$ cat src/rtl/run_harness_pkg.sv
// Shared types and width helpers for the run controller that clears, preloads,
// launches and checks the 8-bit processor.
package run_harness_pkg;

    typedef enum logic [2:0] {
        IDLE,
        CLEAR,
        PRELOAD,
        LAUNCH,
        RUN,
        CHK_RD,
        CHK_CMP,
        DONE
    } state_t;

    localparam logic TBL_PRE = 1'b0;
    localparam logic TBL_CHK = 1'b1;

    // Error-count width; kept at one bit when there are no check entries.
    function automatic int err_width(input int n_chk);
        return (n_chk < 1) ? 1 : $clog2(n_chk + 1);
    endfunction

    function automatic int idx_width(input int n_pre, input int n_chk);
        int m;
        m = (n_pre > n_chk) ? n_pre : n_chk;
        if (m < 2) m = 2;
        return $clog2(m);
    endfunction

endpackage

$ cat src/rtl/run_harness_cmp.sv
// Check-phase comparator: latches the expected value during the read cycle,
// compares it against memory one cycle later and tracks error count / first error.
module run_harness_cmp
    import run_harness_pkg::*;
#(
    parameter int DW = 8,
    parameter int AW = 8,
    parameter int EW = 4
) (
    input  logic          clk,
    input  logic          reset,
    input  logic          clr,
    input  logic          load,
    input  logic [DW-1:0] exp_data,
    input  logic [AW-1:0] exp_addr,
    input  logic          cmp,
    input  logic [DW-1:0] rdata,
    output logic [EW-1:0] err_cnt,
    output logic [AW-1:0] first_err_addr
);

    logic [DW-1:0] exp_reg;
    logic [AW-1:0] addr_reg;
    logic [EW-1:0] err_cnt_reg;
    logic [AW-1:0] first_reg;

    always_ff @(posedge clk) begin
        if (reset || clr) begin
            exp_reg     <= '0;
            addr_reg    <= '0;
            err_cnt_reg <= '0;
            first_reg   <= '0;
        end else begin
            if (load) begin
                exp_reg  <= exp_data;
                addr_reg <= exp_addr;
            end
            if (cmp && (rdata != exp_reg)) begin
                if (err_cnt_reg != '1) err_cnt_reg <= err_cnt_reg + 1'b1;
                // Only the first mismatch of a run is remembered.
                if (err_cnt_reg == '0) first_reg <= addr_reg;
            end
        end
    end

    assign err_cnt        = err_cnt_reg;
    assign first_err_addr = first_reg;

endmodule

$ cat src/rtl/run_harness.sv
// Run controller: on GO clears data memory, writes the preload table, pulses the
// processor START, waits for DONE (with timeout) and checks the result table.
module run_harness
    import run_harness_pkg::*;
#(
    parameter int DW          = 8,
    parameter int AW          = 8,
    parameter int N_PRE       = 16,
    parameter int N_CHK       = 8,
    parameter int START_CYC   = 2,
    parameter int TIMEOUT_CYC = 100000,
    parameter int CW          = 32,
    parameter int IW          = idx_width(N_PRE, N_CHK)
) (
    input  logic                         clk,
    input  logic                         reset,
    input  logic                         go,
    output logic                         tbl_sel,
    output logic [IW-1:0]                tbl_idx,
    input  logic [AW-1:0]                tbl_addr,
    input  logic [DW-1:0]                tbl_data,
    output logic                         mem_we,
    output logic [AW-1:0]                mem_addr,
    output logic [DW-1:0]                mem_wdata,
    input  logic [DW-1:0]                mem_rdata,
    output logic                         dut_start,
    input  logic                         dut_done,
    output logic                         busy,
    output logic                         pass,
    output logic                         fail,
    output logic                         timeout,
    output logic [err_width(N_CHK)-1:0]  err_cnt,
    output logic [AW-1:0]                first_err_addr,
    output logic [CW-1:0]                cycles
);

    localparam int            EW       = err_width(N_CHK);
    localparam int            MEM_LAST = (1 << AW) - 1;
    localparam logic [CW-1:0] TO_LIM   = CW'(TIMEOUT_CYC);

    state_t        state_reg, state_next;
    logic [31:0]   cnt_reg, cnt_next;
    logic [CW-1:0] cycles_reg, cycles_next;
    logic          timeout_reg, timeout_next;
    logic          start_clr;
    logic          results_ok;

    assign start_clr = go && ((state_reg == IDLE) || (state_reg == DONE));

    always_ff @(posedge clk) begin
        if (reset) begin
            state_reg   <= IDLE;
            cnt_reg     <= '0;
            cycles_reg  <= '0;
            timeout_reg <= 1'b0;
        end else begin
            state_reg   <= state_next;
            cnt_reg     <= cnt_next;
            cycles_reg  <= cycles_next;
            timeout_reg <= timeout_next;
        end
    end

    always_comb begin
        state_next   = state_reg;
        cnt_next     = cnt_reg;
        cycles_next  = cycles_reg;
        timeout_next = timeout_reg;
        case (state_reg)
            IDLE, DONE: begin
                if (go) begin
                    state_next   = CLEAR;
                    cnt_next     = '0;
                    cycles_next  = '0;
                    timeout_next = 1'b0;
                end
            end
            CLEAR: begin
                if (cnt_reg == 32'(MEM_LAST)) begin
                    cnt_next   = '0;
                    state_next = (N_PRE == 0) ? LAUNCH : PRELOAD;
                end else begin
                    cnt_next = cnt_reg + 32'd1;
                end
            end
            PRELOAD: begin
                if (cnt_reg == 32'(N_PRE - 1)) begin
                    cnt_next   = '0;
                    state_next = LAUNCH;
                end else begin
                    cnt_next = cnt_reg + 32'd1;
                end
            end
            LAUNCH: begin
                if (cnt_reg == 32'(START_CYC - 1)) begin
                    cnt_next   = '0;
                    state_next = RUN;
                end else begin
                    cnt_next = cnt_reg + 32'd1;
                end
            end
            RUN: begin
                // DONE takes priority over a timeout landing in the same cycle.
                if (dut_done) begin
                    state_next = (N_CHK == 0) ? DONE : CHK_RD;
                end else begin
                    if (cycles_reg != '1) cycles_next = cycles_reg + 1'b1;
                    if ((TIMEOUT_CYC != 0) && (cycles_next == TO_LIM)) begin
                        state_next   = DONE;
                        timeout_next = 1'b1;
                    end
                end
            end
            CHK_RD: begin
                state_next = CHK_CMP;
            end
            CHK_CMP: begin
                if (cnt_reg == 32'(N_CHK - 1)) begin
                    cnt_next   = '0;
                    state_next = DONE;
                end else begin
                    cnt_next   = cnt_reg + 32'd1;
                    state_next = CHK_RD;
                end
            end
            default: state_next = IDLE;
        endcase
    end

    // Memory and table ports are decoded straight from state so a reset
    // silences them on the very next cycle.
    always_comb begin
        tbl_sel    = TBL_PRE;
        tbl_idx    = '0;
        mem_we     = 1'b0;
        mem_addr   = '0;
        mem_wdata  = '0;
        results_ok = (err_cnt == '0) && !timeout_reg;
        case (state_reg)
            CLEAR: begin
                mem_we   = 1'b1;
                mem_addr = cnt_reg[AW-1:0];
            end
            PRELOAD: begin
                tbl_idx   = cnt_reg[IW-1:0];
                mem_we    = 1'b1;
                mem_addr  = tbl_addr;
                mem_wdata = tbl_data;
            end
            CHK_RD: begin
                tbl_sel  = TBL_CHK;
                tbl_idx  = cnt_reg[IW-1:0];
                mem_addr = tbl_addr;
            end
            default: ;
        endcase
        dut_start = !(state_reg inside {RUN, CHK_RD, CHK_CMP});
        busy      = !(state_reg inside {IDLE, DONE});
        pass      = (state_reg == DONE) && results_ok;
        fail      = (state_reg == DONE) && !results_ok;
    end

    assign timeout = timeout_reg;
    assign cycles  = cycles_reg;

    run_harness_cmp #(
        .DW(DW),
        .AW(AW),
        .EW(EW)
    ) u_cmp (
        .clk           (clk),
        .reset         (reset),
        .clr           (start_clr),
        .load          (state_reg == CHK_RD),
        .exp_data      (tbl_data),
        .exp_addr      (tbl_addr),
        .cmp           (state_reg == CHK_CMP),
        .rdata         (mem_rdata),
        .err_cnt       (err_cnt),
        .first_err_addr(first_err_addr)
    );

endmodule

$ cat config.mk
export PLATFORM = sky130hd
export DESIGN_NAME = run_harness
export DESIGN_NICKNAME = d
export VERILOG_FILES = /design/src/rtl/run_harness_pkg.sv /design/src/rtl/run_harness_cmp.sv /design/src/rtl/run_harness.sv
export SDC_FILE = /design/constraint.sdc
export NUM_CORES = 1
export LEC_CHECK = 0
export CAP_MARGIN = 30
export CORE_MARGIN = 1
export CORE_UTILIZATION = 35
export CTS_CLUSTER_DIAMETER = 50
export DETAILED_ROUTE_END_ITERATION = 12
export DONT_BUFFER_PORTS = 1
export GPL_TIMING_DRIVEN = 0
export SYNTH_ARGS = -nofsm -noshare
export SYNTH_HDL_FRONTEND = slang
export SYNTH_HIERARCHICAL = 1
export SYNTH_SLANG_ARGS = --single-unit
export TNS_END_PERCENT = 10
$ cat constraint.sdc
create_clock -name clk -period 4.7 [get_ports clk]
set_clock_uncertainty 0.2 [all_clocks]
set_input_delay 0.705 -clock clk [delete_from_list [all_inputs] [get_ports clk]]
set_output_delay 0.705 -clock clk [all_outputs]
set_load 0.05 [all_outputs]
==> GITHUB_STEP_SUMMARY, run 1 <==
### Metrics collected by this job

| Metric | Value |
|---|---|
| Fin area | ~0.0068 mm² |
| Total wire length | slightly below 20000 µm |
| Most frequent cell after synthesis | dfxtp_1 |
| Pwr top | sequential cells |
| Slew @ Worst Pin | between 1 and 1.5 ns |
| WHS Endpoint | u_cmp/first_err_addr[2] |
| Critical R2R Capture | timeout |
| Clk root buf | clkbuf_16 |
| CTS Sinks | around 96 |
| Clock buf count | 9 |
| Layout Cells excl Fill | ~1000 |
| Comb/total area | 0.5636 |
| Worst Hold Margin | between 0.2 and 0.3 ns |
| Nonclk inv count | 25 |
| RSZ-0062 raised after global routing | no |
| IO Port Bufs | 0 |
| Tool Warnings | 28 |
| Area leader, netlist | dfxtp_1 |
| Crit path required time | 4.80 ns |
| Clock net power | between 700 and 800 µW |
| Well Taps | roughly 230 |
| Vias in the first global route | 5582 |
| R2R Setup Slk | ~0.27 ns |
| Clk pwr share | 0.320 |
| CP arrival | between 4 and 5 ns |
| Worst Setup End Kind | flop |
| Largest net degree at the start of global routing | 20 |
| Placed Instances | just over 1000 |
| GR Util met3 | 0.04805 |
| Critical path buffer and inverter count | 2 |
| Core Rows | roughly 48 |
| Commonest cells post-synth | dfxtp_1 (96), nand2_1 (94), nor2_1 (79) |
| Ys Warns | 6 |
| Ys flop type | dfxtp_1 |
| P_comb | 760 µW |
| Overall Global Routing Usage | 0.2158 |
| Setup CP Type | reg -> reg |
| Pre-CTS WS | 0.1485 ns |
| TritonCTS buffer count | 9 |
| Sequential group power | 851 µW |
| Area delta synth->final | 10.33% |
| Launch point of the worst path | cycles[0] |
| Min cycle time layout | approximately 4.4 ns |
| Cell breakdown of the critical path | ha_1 -> nand4_2 -> nor4_2 -> clkbuf_1 -> nand2_1 -> o31a_1 -> a2111oi_0 -> buf_2 -> nand4_1 -> o22ai_2 |
| YS chip area | 0.006151 mm² |
| Sw power | roughly 1000 µW |
| Outcome | finished, final reports clean |
| Number of logic gates | slightly above 600 |
| Post-layout util | 0.3937 |
| Combinational share of power | 0.321 |
| Pins Over Slew Limit | 0 |
| Power per cell area | between 300 and 400 mW/mm² |
## run 1: worst reg2reg max path, delay by kind of cell, from the launching register on
family	cells	cell delay [ns]
AND/OR/NAND/NOR	4	1.25
AND-OR/OR-AND	3	1.01
flip-flops	1	0.81
buffers and inverters	2	0.67
adder cells (fa/ha/maj)	1	0.42
## run 1: logic make-up (layout without fill, tap and decap cells)
group | Yosys count | in the layout | share of synthesized area
AND/OR/NAND/NOR | 360 | 360 | 0.3023
AND-OR/OR-AND | 210 | 210 | 0.2350
flip-flops | 96 | 96 | 0.3124
buffers and inverters | 82 | 104 | 0.06774
multiplexers | 27 | 27 | 0.04394
XOR/XNOR | 20 | 20 | 0.02848
adder cells (fa/ha/maj) | 5 | 5 | 0.01017
## run 1: timing repair
item	CTS	global route
resized	0	1
hold buffers	0	0
endpoints found under the setup margin	0	3
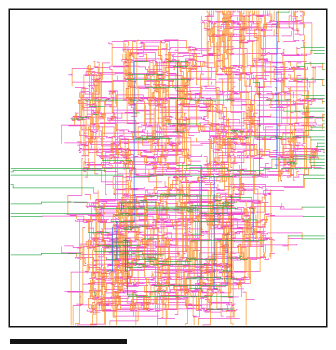
Fig. 1. Metal layers overlaid (run 1).
Scale bar: 50 µm.
legend:
  met2:
    color: orange
    wire_length: 8510 µm
  met4:
    color: blue
    wire_length: 442 µm
  met3:
    color: green
    wire_length: 1590 µm
  met1:
    color: magenta
    wire_length: 8990 µm

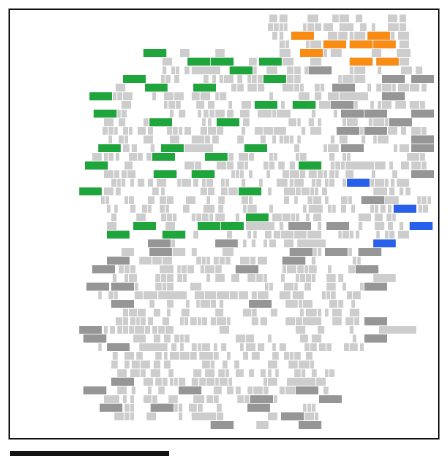
Fig. 2. Sequential cells grouped by signal name (run 1).
Scale bar: 50 µm. Other sequential cells in the stronger gray, the rest of the logic in the fainter gray.
legend:
  cnt_reg:
    color: green
    placed_flops: 32
  u_cmp/err_cnt:
    color: blue
    placed_flops: 4
    where: right middle
  u_cmp/exp_reg:
    color: orange
    placed_flops: 8
    where: top right
not colored: 52

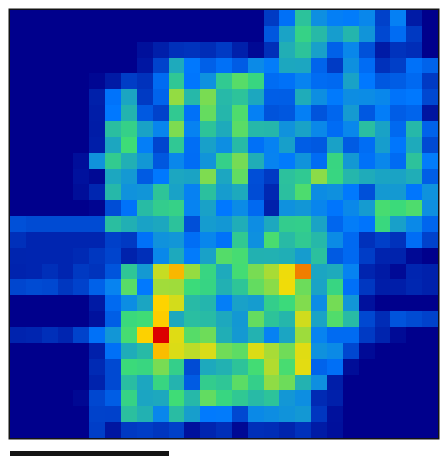
Fig. 3. Wire density map (run 1).
Scale bar: 50 µm. The die is cut into 27 by 27 equal tiles; dark blue is low, red is high, scaled to the fullest tile. Values are wire area over tile area, all layers added.
tiles over half the peak: 9.5%
emptiest ninth of the die: top left
mean over tiles: 0.18
nearly empty tiles: 25%
densest ninth of the die: bottom middle

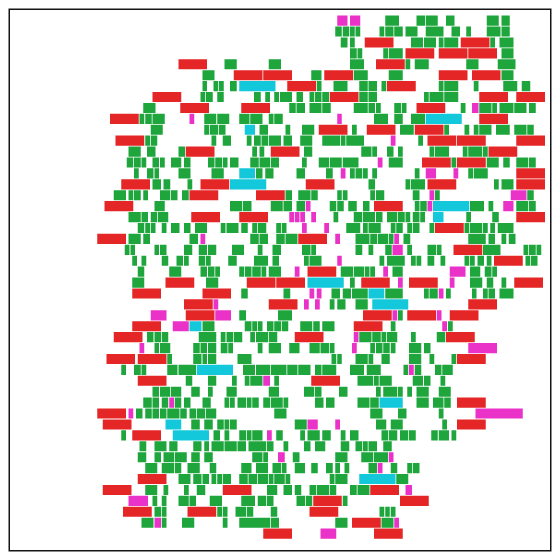
Fig. 4. Placement by cell class (run 1).
legend:
  all other logic:
    color: green
    cells: 647
    share_of_their_area: 60%
  clock drivers and dummy loads:
    color: cyan
    cells: 16
    share_of_their_area: 4.6%
  flip-flops:
    color: red
    cells: 96
    share_of_their_area: 30%
  other buffers and delay cells:
    color: magenta
    cells: 63
    share_of_their_area: 5.6%

## Run 2: what changed since run 1
--- a/config.mk
+++ b/config.mk
@@ -12,6 +12,7 @@
 export DETAILED_ROUTE_END_ITERATION = 12
 export DONT_BUFFER_PORTS = 1
 export GPL_TIMING_DRIVEN = 0
+export SKIP_CTS_REPAIR_TIMING = 1
 export SYNTH_ARGS = -nofsm -noshare
 export SYNTH_HDL_FRONTEND = slang
 export SYNTH_HIERARCHICAL = 1
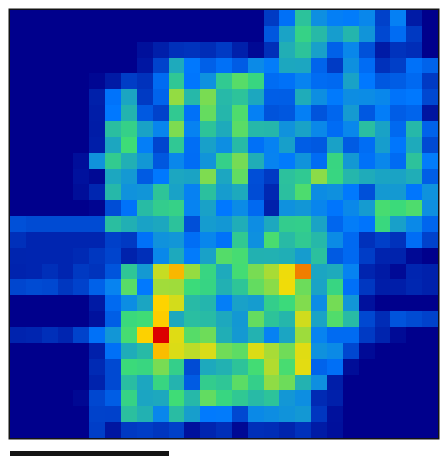
Fig. 5. Wire density map (run 2).
Scale bar: 50 µm. The die is cut into 27 by 27 equal tiles; dark blue is low, red is high, scaled to the fullest tile. Values are wire area over tile area, all layers added.
emptiest ninth of the die: top left
densest ninth of the die: bottom middle
fullest tile: 0.78
tiles over half the peak: 9.5%
mean over tiles: 0.18

==> run 2 against run 1 <==
Maximum frequency unchanged. Register-to-register slack about the same. Via count unchanged. Area after synthesis unchanged. Power unchanged. Critical path type unchanged.
==> GITHUB_STEP_SUMMARY, run 2 <==
### Metrics collected by this job

| Metric | Value |
|---|---|
| Outcome | finished, final reports clean |
| Pre-CTS WS | 0.1485 ns (unchanged) |
| Sequential group power | 851 µW (about the same) |
| Area delta synth->final | 10.33% (unchanged) |
| Fin area | 0.006787 mm² (unchanged) |
| Most frequent cells in the layout | dfxtp_1 (96), nand2_1 (94), nor2_1 (79) |
| Combinational share of power | 0.321 (about the same) |
| Unique cell types | about 74 |
| Ys Warns | 6 (unchanged) |
| Average size of a mapped cell | 7.689 µm² |
| Launch point of the worst path | cycles[0] |
| Vias in the first global route | 5582 (unchanged) |
| FMAX | between 200 and 250 MHz |
| Max layer used | met4 |
| WL per Instance | 18.66 µm |
| Asr flop ratio synth | 0 |
| Cell breakdown of the critical path | ha_1 -> nand4_2 -> nor4_2 -> clkbuf_1 -> nand2_1 -> o31a_1 -> a2111oi_0 -> buf_2 -> nand4_1 -> o22ai_2 |
| First-pass GRT wire length | between 30000 and 40000 µm |
| Worst Hold Depth | 2 |
| Synth mux share | 0.04394 (unchanged) |
| Total wire length | 19530 µm (unchanged) |
| Final Cycle Share | 0.9423 |
| Post-DP Area | between 0.006 and 0.007 mm² |
| Complex Gates by Area | 0.2349 (unchanged) |
| Worst Setup End Kind | flop |
| Largest net degree at the start of global routing | 20 (unchanged) |
| WHS Endpoint | u_cmp/first_err_addr[2] |
| Sw power | 997.8 µW (unchanged) |
| Crit path required time | 4.80 ns (about the same) |
| Setup CP Type | reg -> reg |
| Clk root buf | clkbuf_16 |
| Post-layout util | 0.3937 (unchanged) |
| DRT Pass-1 Iters | 7 |
| Clock net power | 758 µW (about the same) |
| Leak | 0.002073 µW |
| Synth Area in XOR/XNOR | 0.02848 (unchanged) |
| Critical path buffer and inverter count | 2 (unchanged) |
| Hold Startpoint | u_cmp/addr_reg[2] |
| Ys flop type | dfxtp_1 |
| P_comb | 760 µW (about the same) |
| HPWL Detailed | around 14000 µm |
| Overall Global Routing Usage | 0.2158 (unchanged) |
| Simple share | 0.3023 (unchanged) |
| Final setup fails | 0 |
| Ant. Diodes | 0 |
| Most frequent cell after synthesis | dfxtp_1 |
| Pins Over Slew Limit | 0 (unchanged) |
| Vias per cell | between 5 and 6 |
| DRT iter0 DRCs | around 690 |
| Adder Area Share | 0.01017 (unchanged) |
| Chip area | 0.01811 mm² |
| Clk pwr share | 0.320 (about the same) |
| Dominant combinational family | simple AND/OR/NAND/NOR gates |
| CP arrival | 4.53 ns (about the same) |
| Critical R2R Capture | timeout |
| Drt drc | 0 |
| YS chip area | 0.006151 mm² (unchanged) |
| Min cycle time layout | 4.429 ns (unchanged) |
| Pwr top | sequential cells |
| Via count | between 6000 and 7000 |
| Area leader, netlist | dfxtp_1 |
| Layout Cells excl Fill | 1047 (unchanged) |
| R2R Setup Slk | 0.27 ns (about the same) |
| Met1 Routed Length | 8992 µm |
| TritonCTS buffer count | 9 (unchanged) |
| Hold Path Class | reg -> reg |
| Layout cell share with drive strength beyond 1 | 0.08759 |
| CTS Sinks | 96 (unchanged) |
| RSZ-0062 raised after global routing | no |
| GR Util met2 | 0.3282 |
| Chip width | roughly 130 µm |
| Maxcap violations | 0 |
| Worst Hold Margin | 0.2682 ns (unchanged) |
| Slew @ Worst Pin | 1.040 ns (unchanged) |
| Power per cell area | 349.2 mW/mm² (unchanged) |
| Longest Clk Path Bufs | 2 |
| IO Port Bufs | 0 (unchanged) |
| Core Rows | 48 (unchanged) |
| Placed Instances | 1031 (unchanged) |
| GR Util met3 | 0.04805 (unchanged) |
| Setup crit start kind | flop |
| Commonest cells post-synth | dfxtp_1 (96), nand2_1 (94), nor2_1 (79) |
| Delay-heaviest family, CP | simple AND/OR/NAND/NOR gates |
| Tool Warnings | 28 (unchanged) |
| Nets | 850 |
| Largest type area fraction | 0.3124 |
| Area of the core | between 0.015 and 0.02 mm² |
==> run 2: cell counts after synthesis <==
Identical to the previous run, type by type.
==> run 2: cell type report <==
class / count / area [µm²]
Inverter: 25 / 93.84
Sequential cell: 96 / 1922
Buffer: 57 / 322.8
Timing Repair Buffer: 6 / 42.54
Clock buffer: 9 / 225.2
Clock inverter: 7 / 73.82
Multi-Input combinational cell: 622 / 3825
Fill cell: 1759 / 10450
Tap cell: 225 / 281.5
==> run 2: how the worst max path moves through the flow <==
| stage | to | slack, ns |
|---|---|---|
| 4_1_cts | timeout | 0.13 |
| 3_3_place_gp | timeout | -0.40 |
| 5_1_grt | state_reg[0] | 0.01 |
| 6_report | timeout | 0.27 |
| 2_1_floorplan | state_reg[1] | 0.94 |
| 3_5_place_dp | timeout | 0.15 |
No activity file was given, so power comes from the tool's default toggle rates.
